Figure 1. Drive-strength map (run 1).
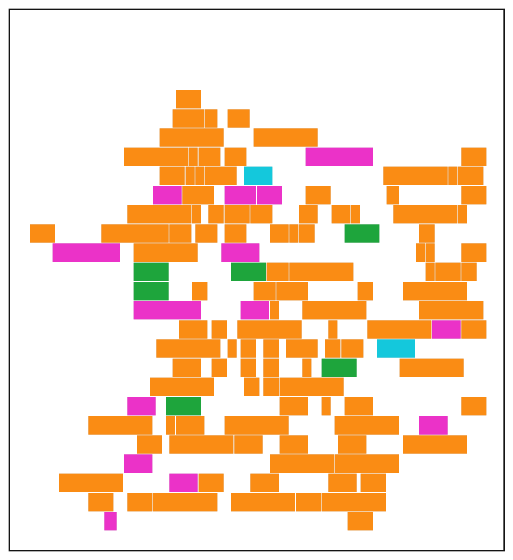
Figure 2. Met2 routing (run 1).
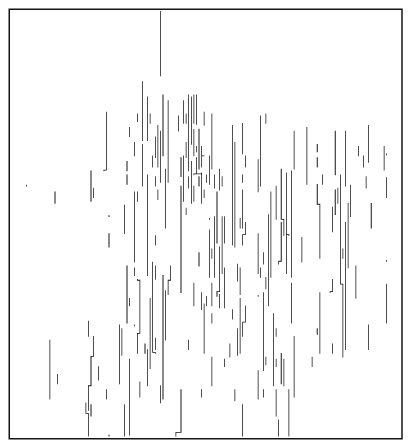
Figure 3. Gate-type map (run 1).
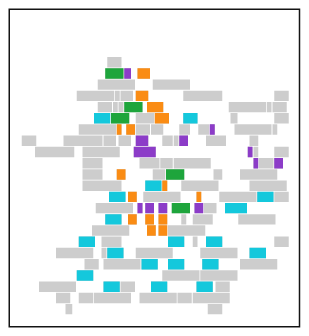
Figure 4. Clock routing (run 1).
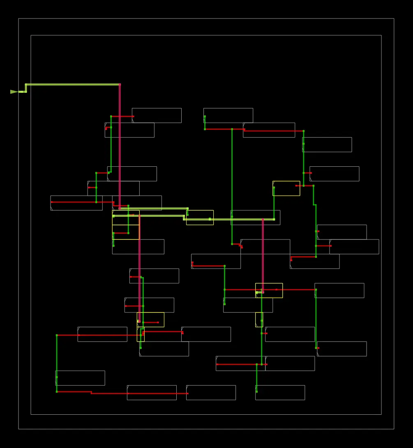
`src/rtl/uart_rx_if.sv`:
```
// Handshake and status bundle between the 8N1 UART receiver and its consumer.
interface uart_rx_if;
  logic       i_uart_rx;
  logic       i_ready;
  logic       i_clear;
  logic [7:0] o_data;
  logic       o_valid;
  logic       o_frame_err;
  logic       o_overrun;
  logic       o_busy;

  modport slave (
    input  i_uart_rx, i_ready, i_clear,
    output o_data, o_valid, o_frame_err, o_overrun, o_busy
  );

  modport master (
    output i_uart_rx, i_ready, i_clear,
    input  o_data, o_valid, o_frame_err, o_overrun, o_busy
  );
endinterface

```
`src/rtl/uart_rx.sv`:
```
// 8N1 UART receiver: mid-bit sampling, a one-byte holding register with a
// valid/ready handshake, and sticky framing/overrun flags.
module uart_rx #(
  parameter int clk_freq_hz = 10000000,
  parameter int baud_rate   = 1000000
) (
  input logic     clk,
  input logic     resetn,
  uart_rx_if.slave bus
);

  localparam int DIV  = clk_freq_hz / baud_rate;
  localparam int HALF = DIV / 2;
  localparam int CW   = $clog2(DIV);

  localparam logic [1:0] IDLE  = 2'd0;
  localparam logic [1:0] START = 2'd1;
  localparam logic [1:0] DATA  = 2'd2;
  localparam logic [1:0] STOP  = 2'd3;

  logic          sync1;
  logic          rx_s;
  logic          rx_prev;
  logic [1:0]    state;
  logic [CW-1:0] cnt;
  logic [2:0]    bit_idx;
  logic [7:0]    shift;
  logic          deliver;
  logic [7:0]    data_q;
  logic          valid_q;
  logic          frame_q;
  logic          overrun_q;
  logic          consume;

  // rx_prev lets IDLE demand a genuine 1->0 transition, so a line stuck low
  // after a framing error cannot restart reception.
  always_ff @(posedge clk or negedge resetn) begin
    if (!resetn) begin
      sync1   <= 1'b1;
      rx_s    <= 1'b1;
      rx_prev <= 1'b1;
    end else begin
      sync1   <= bus.i_uart_rx;
      rx_s    <= sync1;
      rx_prev <= rx_s;
    end
  end

  always_ff @(posedge clk or negedge resetn) begin
    if (!resetn) begin
      state   <= IDLE;
      cnt     <= '0;
      bit_idx <= 3'd0;
      shift   <= 8'h00;
      deliver <= 1'b0;
      frame_q <= 1'b0;
    end else begin
      deliver <= 1'b0;
      if (bus.i_clear) frame_q <= 1'b0;
      case (state)
        IDLE: begin
          if (rx_prev && !rx_s) begin
            state <= START;
            cnt   <= '0;
          end
        end
        START: begin
          if (cnt == CW'(HALF - 1)) begin
            cnt <= '0;
            if (!rx_s) begin
              state   <= DATA;
              bit_idx <= 3'd0;
            end else begin
              state <= IDLE;
            end
          end else begin
            cnt <= cnt + CW'(1);
          end
        end
        DATA: begin
          if (cnt == CW'(DIV - 1)) begin
            cnt            <= '0;
            shift[bit_idx] <= rx_s;
            bit_idx        <= bit_idx + 3'd1;
            if (bit_idx == 3'd7) state <= STOP;
          end else begin
            cnt <= cnt + CW'(1);
          end
        end
        STOP: begin
          if (cnt == CW'(DIV - 1)) begin
            cnt   <= '0;
            state <= IDLE;
            // Set wins over a simultaneous clear because it is assigned last.
            if (rx_s) deliver <= 1'b1;
            else      frame_q <= 1'b1;
          end else begin
            cnt <= cnt + CW'(1);
          end
        end
        default: state <= IDLE;
      endcase
    end
  end

  assign consume = valid_q && bus.i_ready;

  // A byte arriving while the holding register is full and not being
  // consumed is dropped; a same-cycle consume frees the slot for it.
  always_ff @(posedge clk or negedge resetn) begin
    if (!resetn) begin
      data_q    <= 8'h00;
      valid_q   <= 1'b0;
      overrun_q <= 1'b0;
    end else begin
      if (bus.i_clear) overrun_q <= 1'b0;
      if (deliver) begin
        if (!valid_q || consume) begin
          data_q  <= shift;
          valid_q <= 1'b1;
        end else begin
          overrun_q <= 1'b1;
        end
      end else if (consume) begin
        valid_q <= 1'b0;
      end
    end
  end

  assign bus.o_data      = data_q;
  assign bus.o_valid     = valid_q;
  assign bus.o_frame_err = frame_q;
  assign bus.o_overrun   = overrun_q;
  assign bus.o_busy      = (state != IDLE);

endmodule

```
`src/flat_wrapper.sv`:
```
// flat-port wrapper written by rule: the top's interface ports become plain ports
module uart_rx_flat 
#(
  parameter int clk_freq_hz = 10000000,
  parameter int baud_rate   = 1000000
)
  (clk, resetn, bus_i_uart_rx, bus_i_ready, bus_i_clear, bus_o_data, bus_o_valid, bus_o_frame_err, bus_o_overrun, bus_o_busy);
  uart_rx_if bus_i ();
  input logic clk;
  input logic resetn;
  input wire logic [$bits(bus_i.i_uart_rx)-1:0] bus_i_uart_rx;
  input wire logic [$bits(bus_i.i_ready)-1:0] bus_i_ready;
  input wire logic [$bits(bus_i.i_clear)-1:0] bus_i_clear;
  output wire logic [$bits(bus_i.o_data)-1:0] bus_o_data;
  output wire logic [$bits(bus_i.o_valid)-1:0] bus_o_valid;
  output wire logic [$bits(bus_i.o_frame_err)-1:0] bus_o_frame_err;
  output wire logic [$bits(bus_i.o_overrun)-1:0] bus_o_overrun;
  output wire logic [$bits(bus_i.o_busy)-1:0] bus_o_busy;
  assign bus_i.i_uart_rx = bus_i_uart_rx;
  assign bus_i.i_ready = bus_i_ready;
  assign bus_i.i_clear = bus_i_clear;
  assign bus_o_data = bus_i.o_data;
  assign bus_o_valid = bus_i.o_valid;
  assign bus_o_frame_err = bus_i.o_frame_err;
  assign bus_o_overrun = bus_i.o_overrun;
  assign bus_o_busy = bus_i.o_busy;
  uart_rx #(.clk_freq_hz(clk_freq_hz), .baud_rate(baud_rate)) u_core (.clk(clk), .resetn(resetn), .bus(bus_i));
endmodule
```
`config.mk`:
```
export PLATFORM = sky130hd
export DESIGN_NAME = uart_rx_flat
export DESIGN_NICKNAME = d
export VERILOG_FILES = /design/src/rtl/uart_rx_if.sv /design/src/rtl/uart_rx.sv /design/src/flat_wrapper.sv
export SDC_FILE = /design/constraint.sdc
export NUM_CORES = 1
export LEC_CHECK = 0
export ABC_CLOCK_PERIOD_IN_PS = 2000
export CAP_MARGIN = 10
export CORE_ASPECT_RATIO = 1.1
export CORE_MARGIN = 2
export CORE_UTILIZATION = 30
export DETAILED_ROUTE_END_ITERATION = 10
export PLACE_DENSITY = 0.57
export RECOVER_POWER = 50
export SLEW_MARGIN = 20
export SYNTH_ARGS = -nofsm -noshare
export SYNTH_HDL_FRONTEND = slang
export SYNTH_SLANG_ARGS = --single-unit
```
`constraint.sdc`:
```
create_clock -name clk -period 2 [get_ports clk]
set_clock_uncertainty 0.05 [all_clocks]
set_input_delay 0.2 -clock clk [delete_from_list [all_inputs] [get_ports clk]]
set_output_delay 0.2 -clock clk [all_outputs]
set_load 0.02 [all_outputs]
```
==> summary.txt, run 1 <==
Implementation numbers.

- The run finished with clean final reports.
- The clock share of power is 0.318.
- Per the final timing report, the hold violations number 0.
- Logic depth along the worst register-to-register path is recorded as 5.
- Looking at the hold checks, the worst path lands on u_core.rx_s.
- Summing over every cut layer, the via total after detailed routing is 914.
- The number of gates resized after CTS is 1.
- Power spread over the standard cell area amounts to 886 nW/um2.
- The critical path in this run is classified as reg2out.
- The height of the chip is 76.6 um.
- At the pin with the least slew margin, the transition time is 808 ps.
- The wire length on met2 is 1130 um.
- The first global-routing pass estimated 4160 um of wire.
- The minimum setup slack among reg-to-reg paths is 220 ps.
- The analysis attributes to cell leakage a power of 0.000829 uW.
- The start point of the worst hold path is u_core.sync1.
- Summing all flip-flop and latch instances after layout gives 806 um2.
- Once iteration 0 of detailed routing completed, the report listed 40 DRC markers.
- The number of cells on the worst hold path is listed as 0.
- The flip-flop and latch share of the layout cell area is 0.461.
- Yosys reports that the most numerous cell types are 29 x sky130_fd_sc_hd__dfrtp_1, 10 x sky130_fd_sc_hd__mux2_1, 8 x sky130_fd_sc_hd__inv_1.
- The design has 32 sequential cells.
- Measured along the x axis, the die boundary spans 70.0 um.
- After synthesis, the largest family of logic cells by area is simple AND/OR/NAND/NOR gates.
- Setup repair after global routing left no endpoint under its margin.
- Signal nets in the final route climb as high as met4.
- The cell area that synthesis handed to floorplanning was 1440 um2.
- The number of different library cells used by synthesis comes to 34.
- Detailed placement finished with a half-perimeter wire length of 1700 um.
- Per Yosys stat, the portion of area used by sequential elements is 0.560.
- The number of antenna cells inserted is 0.
- For the worst setup path, the data required time is 1750 ps.
- Per the slew report, the remaining headroom to the max-slew limit stands at 0.461.
- Per the post-place timing report, worst setup slack is 201 ps.
- The amount of wire on met3 after detailed routing is 93 um.
- According to the I/O placement log, the pin count is 17.
- The post-route minimum period is 1860 ps.
- The part of the total power dissipated in sequential elements is 0.498.
- The switching power summed over all nets is 444 uW.
- In the final report, the number of endpoints failing setup comes to 0.
- The post-synthesis instance total is 110.
- The internal power of the cells totals 1110 uW.
- The flow inserted 56 tap cells.
- The arithmetic-cell share of the synthesized area counting full adders, half adders and majority gates is 0.0436.
- The routability congestion estimate is 0.779.
- The library cells used most frequently in the layout, excluding fill and tap cells, are 28 x sky130_fd_sc_hd__dfrtp_1, 13 x sky130_fd_sc_hd__clkdlybuf4s50_1, 10 x sky130_fd_sc_hd__mux2_1, 8 x sky130_fd_sc_hd__inv_1.
- The post-detailed-route count of antenna-violating nets is 0.
- The final timing summary puts the cycle share of the worst path at 0.930.
- The async set-reset flop share out of synthesis is 1.00.
- The average wire length per cell after detail routing is 12.6 um.
- The root buffer selected by CTS is sky130_fd_sc_hd__clkbuf_8.
- TritonCTS built the clock tree.
- The largest buffer count on any clock path is 2.
- For this run, the chip area from Yosys synthesis comes to 1440 um2.
- The die outline area is 5360 um2.
- According to the timing report, the critical path is captured at bus_o_busy.
- The biggest cell category by area in the final layout is flip-flops and latches.
- The post-synthesis simple-gate area fraction is 0.156.
- The fraction of final layout cells sized beyond drive strength 1 is 0.167.
- The total of fill cells in the finished design is 463.
- The net count of the finished layout is 141.
- The most frequently used library cell after synthesis is sky130_fd_sc_hd__dfrtp_1.
- The remaining design rule violation count is 0.
- The worst reg2reg path endpoint is u_core.shift[5].
- The area share of the largest cell type after synthesis is 0.505.
- The final sum of negative setup slack is 0 ps.
- The maximum clock frequency is 537 MHz.
- The yosys warning tally is 0.
- For reference, the final report shows the max-slew violation count at 0.
- According to the cell report, the number of logic gates is 67.
- The detailed router reported a total wirelength of 2360 um.
- The area taken by multi-input combinational cells is reported as 588 um2.
- The path class of the lowest-slack min-delay path is reg2reg.
- The commonest register cell after synthesis is sky130_fd_sc_hd__dfrtp_1.
- Per the synth log, the flip-flop and latch total comes to 32.
- Per the post-synthesis report, the nets total 120.
- The length of routed wiring on met1 is 1080 um.
- The AND-OR/OR-AND share of the synthesized area is 0.0557.
- The residual overflow from global routing is 0.
-- Figure 1 (at the start) --
legend:
  green:
    size: drive 6 and up
    cells: 6
    share: 4.5%
    most_used: clkbuf_8
  orange:
    size: drive 1 or less
    cells: 110
    share: 83%
    most_used: dfrtp_1
  cyan:
    size: drive 3 to 4
    cells: 2
    share: 1.5%
  magenta:
    size: drive 2
    cells: 14
    share: 11%
    most_used: mux2_2
Setup WS post-layout: 140 ps
growth of design area from synthesis to finish: 21.8%
number of non-clock buffers: 17
final instance area: 1750 um2

-- Figure 2 (at the start) --
share of all routed wire: 48%
nets with wire on the layer: 126

-- Figure 3 (at the start) --
legend:
  cyan:
    family: multiplexers
    cells: 19
  orange:
    family: NOR gates
    cells: 15
  purple:
    family: NAND gates
    cells: 12
  green:
    family: adder and majority cells
    cells: 5
logic share of the area: 0.336
most common library cell in the layout ignoring fill and taps: sky130_fd_sc_hd__dfrtp_1

-- Figure 4 (at the start) --
worst skew pair latency: 270 ps
number of CTS-inserted buffers: 5
total clock sinks: 32

-- run 1: worst max-delay path, cell delays in order (launching register included) --
cell and delay (ps):
sky130_fd_sc_hd__dfrtp_1 500, sky130_fd_sc_hd__nor2_4 100, sky130_fd_sc_hd__inv_1 120, sky130_fd_sc_hd__clkdlybuf4s50_1 620
-- run 1: layer usage --
metal,track usage,vias up
li1,-,444
met1,0.121,448
met2,0.151,16
met3,0.0331,6
met4,0.0577,0
met5,0,-
-- run 1: per-stage QoR --
step	utilization	instances	hold WS (ps)	power (uW)
after floorplan	-	110	-146	962
after global placement	0.358	180	298	1050
after detailed placement	0.358	180	297	1060
after CTS	0.379	188	276	1580
after global routing	0.379	188	316	1650
final	0.379	188	309	1550
==> run 2: changes to the inputs <==
--- a/config.mk
+++ b/config.mk
@@ -5,7 +5,7 @@
 export SDC_FILE = /design/constraint.sdc
 export NUM_CORES = 1
 export LEC_CHECK = 0
-export ABC_CLOCK_PERIOD_IN_PS = 2000
+export ABC_CLOCK_PERIOD_IN_PS = 1900
 export CAP_MARGIN = 10
 export CORE_ASPECT_RATIO = 1.1
 export CORE_MARGIN = 2
==> constraint.sdc (replaced) <==
create_clock -name clk -period 1.9 [get_ports clk]
set_clock_uncertainty 0.05 [all_clocks]
set_input_delay 0.19 -clock clk [delete_from_list [all_inputs] [get_ports clk]]
set_output_delay 0.19 -clock clk [all_outputs]
set_load 0.02 [all_outputs]
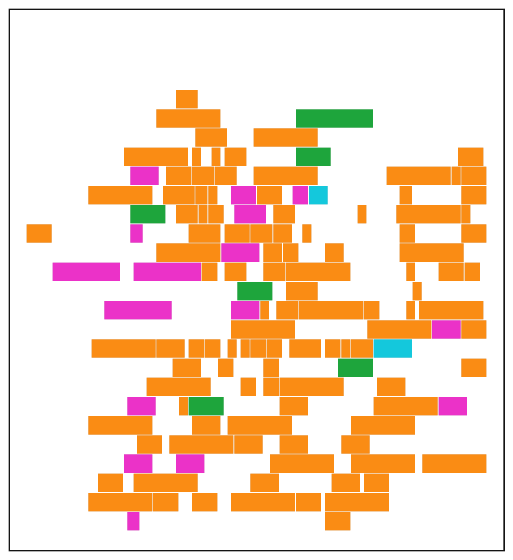
Figure 5: run 2, drive-strength map.
legend:
  green:
    size: drive 6 and up
    cells: 6
    share: 4.5%
    most_used: clkbuf_8
  cyan:
    size: drive 3 to 4
    cells: 2
    share: 1.5%
  magenta:
    size: drive 2
    cells: 16
    share: 12%
    most_used: mux2_2
  orange:
    size: drive 1 or less
    cells: 109
    share: 82%
    most_used: dfrtp_1
final instance area: 1770 um2
number of non-clock buffers: 18

==> summary.txt, run 2 <==
Implementation numbers.

- The chip area from the yosys synthesis statistics is 1440 um2 (unchanged).
- The leakage power of the design is 0.000847 uW (+2.2%).
- The internal portion of total power is 1250 uW (+13%).
- The clock tree synthesis step divided the H-tree into 2 levels.
- The post-detailed-route count of antenna-violating nets was 0 (unchanged).
- The count of endpoints failing hold in the final timing report is 0 (unchanged).
- The smallest setup slack after layout came to 112 ps (-27.2 ps).
- The post-synthesis simple-gate area fraction is 0.156 (unchanged).
- The count of flip-flops with a built-in enable after synthesis is 0.
- The run finished with clean final reports.
- The flip-flop and latch share of the layout cell area was 0.455 (-0.00527).
- Per the cell usage report, the commonest logic cells after layout are 29 x sky130_fd_sc_hd__dfrtp_1, 13 x sky130_fd_sc_hd__clkdlybuf4s50_1, 10 x sky130_fd_sc_hd__mux2_1, 8 x sky130_fd_sc_hd__inv_1.
- Of the available clock period, the critical path in the final layout requires 0.941.
- The average wire length per cell after detail routing was 13.0 um (+3.4%).
- The remaining design rule violation count came to 0 (unchanged).
- The routability congestion estimate is 0.770 (-1.1%).
- The type of element capturing the critical path is a register.
- The largest buffer count on any clock path is 2 (unchanged).
- The clock share of power is 0.365 (+0.047).
- The final hold slack is 306 ps (-2.89 ps).
- The total standard cell area after synthesis was 1440 um2 (unchanged).
- The I/O pin total is 17 (unchanged).
- The share of synthesized area occupied by flip-flops and latches was 0.560 (unchanged).
- The fraction of final layout cells sized beyond drive strength 1 came to 0.180 (+0.0138).
- The final count of negative-setup-slack endpoints was 0 (unchanged).
- The group drawing the most power is registers.
- The residual overflow from global routing came to 0 (unchanged).
- The start-to-end type of the worst setup path is reg2reg.
- The biggest cell category by area in the final layout is flip-flops and latches.
- The headroom to the max-slew limit is 0.475 (+0.0135).
- The global-route wire length before repair is 4430 um (+6.5%).
- The count of inserted tapcells is 56 (unchanged).
- The max-slew violation count is 0 (unchanged).
- The cell area power density is 986 nW/um2 (+11%).
- The transition time at the pin with the least slew margin was 788 ps (-20.2 ps).
- The area used by multi-input combinational logic came to 583 um2 (-0.85%).
- For reference, the critical path cell chain is inv_1 -> ha_1 -> nand4b_2 -> nor4_1 -> mux2_1.
- The async set-reset flop share out of synthesis came to 1.00 (unchanged).
- The routed via count is 934 (+2.2%).
- The post-synthesis instance total is 110 (unchanged).
- In the synthesized netlist the dominant register cell turns out to be sky130_fd_sc_hd__dfrtp_1.
- The number of placed instances with taps included is 181 (+0.56%).
- The standard cell area after detailed placement is 1660 um2.
- The total power is 1740 uW (+12%).
- The number of clock buffers inserted by TritonCTS was 5 (unchanged).
- Setup repair after global routing could not meet its margin everywhere.
- The net count after synthesis came to 120 (unchanged).
- The number of synthesized register bits came to 32 (unchanged).
- The clock sink total is 32 (unchanged).
- The arithmetic-cell share of the synthesized area counting full adders, half adders and majority gates is 0.0436 (unchanged).
- The number of antenna cells inserted came to 0 (unchanged).
- The most common logic cell in the final layout is sky130_fd_sc_hd__dfrtp_1.
- The post-route minimum period is 1790 ps.
- The endpoint required time on the critical path is 2020 ps (+270 ps).
- The AND-OR/OR-AND share of the synthesized area is 0.0557 (unchanged).
- The detailed-route wire length is 2450 um (+4.0%).
- In the synthesized netlist, the dominant kind of combinational cell is simple AND/OR/NAND/NOR gates.
- The height of the chip came to 76.6 um (unchanged).
- The post-DP HPWL came to 1760 um (+3.8%).
- The count of different cell masters after synthesis came to 34 (unchanged).
- The worst setup slack after placement was 107 ps (-94.5 ps).
- The area taken by flip-flops and latches is 805 um2 (-0.16%).
- The final sum of negative setup slack was 0 ps (unchanged).
- The final cell count without fillers is 189 (+0.53%).
- The path class of the lowest-slack min-delay path is reg2reg.
- The critical path's slowest stage uses the library cell sky130_fd_sc_hd__dfrtp_1.
- The multi-input gate share of total cell area is 0.330 (-0.00617).
- The yosys warning tally was 0 (unchanged).
- The net count of the finished layout was 142 (+0.71%).
- The library cell with the highest instance count after synthesis is sky130_fd_sc_hd__dfrtp_1.
- The switching power summed over all nets came to 489 uW (+10%).
- The largest stage delay on the critical path is 400 ps (-220 ps).
- Based on the critical path, the design can be clocked at up to 559 MHz.
- Broken down by cell family, the worst path's largest delay share belongs to simple AND/OR/NAND/NOR gates.
- The number of violations reported at the end of detailed-routing iteration 0 came to 42 (+5.0%).
- The TritonCTS clock tree is yes.
- The number of buffer and inverter instances along the worst setup path is 1 (-1).
- The number of gates resized after CTS is 1 (unchanged).
- The commonest cells after synthesis are 29 x sky130_fd_sc_hd__dfrtp_1, 10 x sky130_fd_sc_hd__mux2_1, 8 x sky130_fd_sc_hd__inv_1.
- The die outline area is 5360 um2 (unchanged).
- From synthesis to final layout, the design area changed by 23.0%.
- The final design utilization was 0.382 (+0.00379).
- The number of multi-input combinational cells was 67 (unchanged).
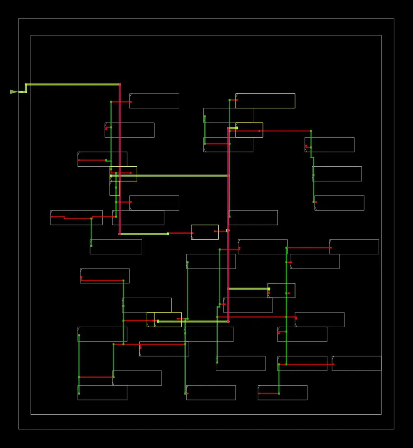
Figure 6: run 2, clock routing.
worst skew pair latency: 290 ps
total number of sequential cells: 32
Power Clock: 635 uW

## run 2: worst paths after layout
| kind | start | depth (start not counted) | to | slack (ps) |
|---|---|---|---|---|
| worst max-delay path | u_core.cnt[1] | 5 | u_core.shift[3] | 110 |
| worst min-delay path | u_core.sync1 | 0 | u_core.rx_s | 310 |
| worst max register to register | u_core.cnt[1] | 5 | u_core.shift[3] | 110 |
| worst min register to register | u_core.sync1 | 0 | u_core.rx_s | 310 |
| max in group asynchronous | resetn | 2 | u_core.cnt[0] | 830 |
| min in group asynchronous | resetn | 2 | u_core.bus.o_data[7] | 460 |
## run 2: routing by layer
metal  global-route usage  wire length (um)  vias to the layer above
li1                     -                 -                      448
met1                0.125              1100                      462
met2                0.165              1190                       17
met3               0.0410               105                        7
met4               0.0577                63                        0
met5                    0                 0                        -
No activity file was given, so power comes from the tool's default toggle rates.
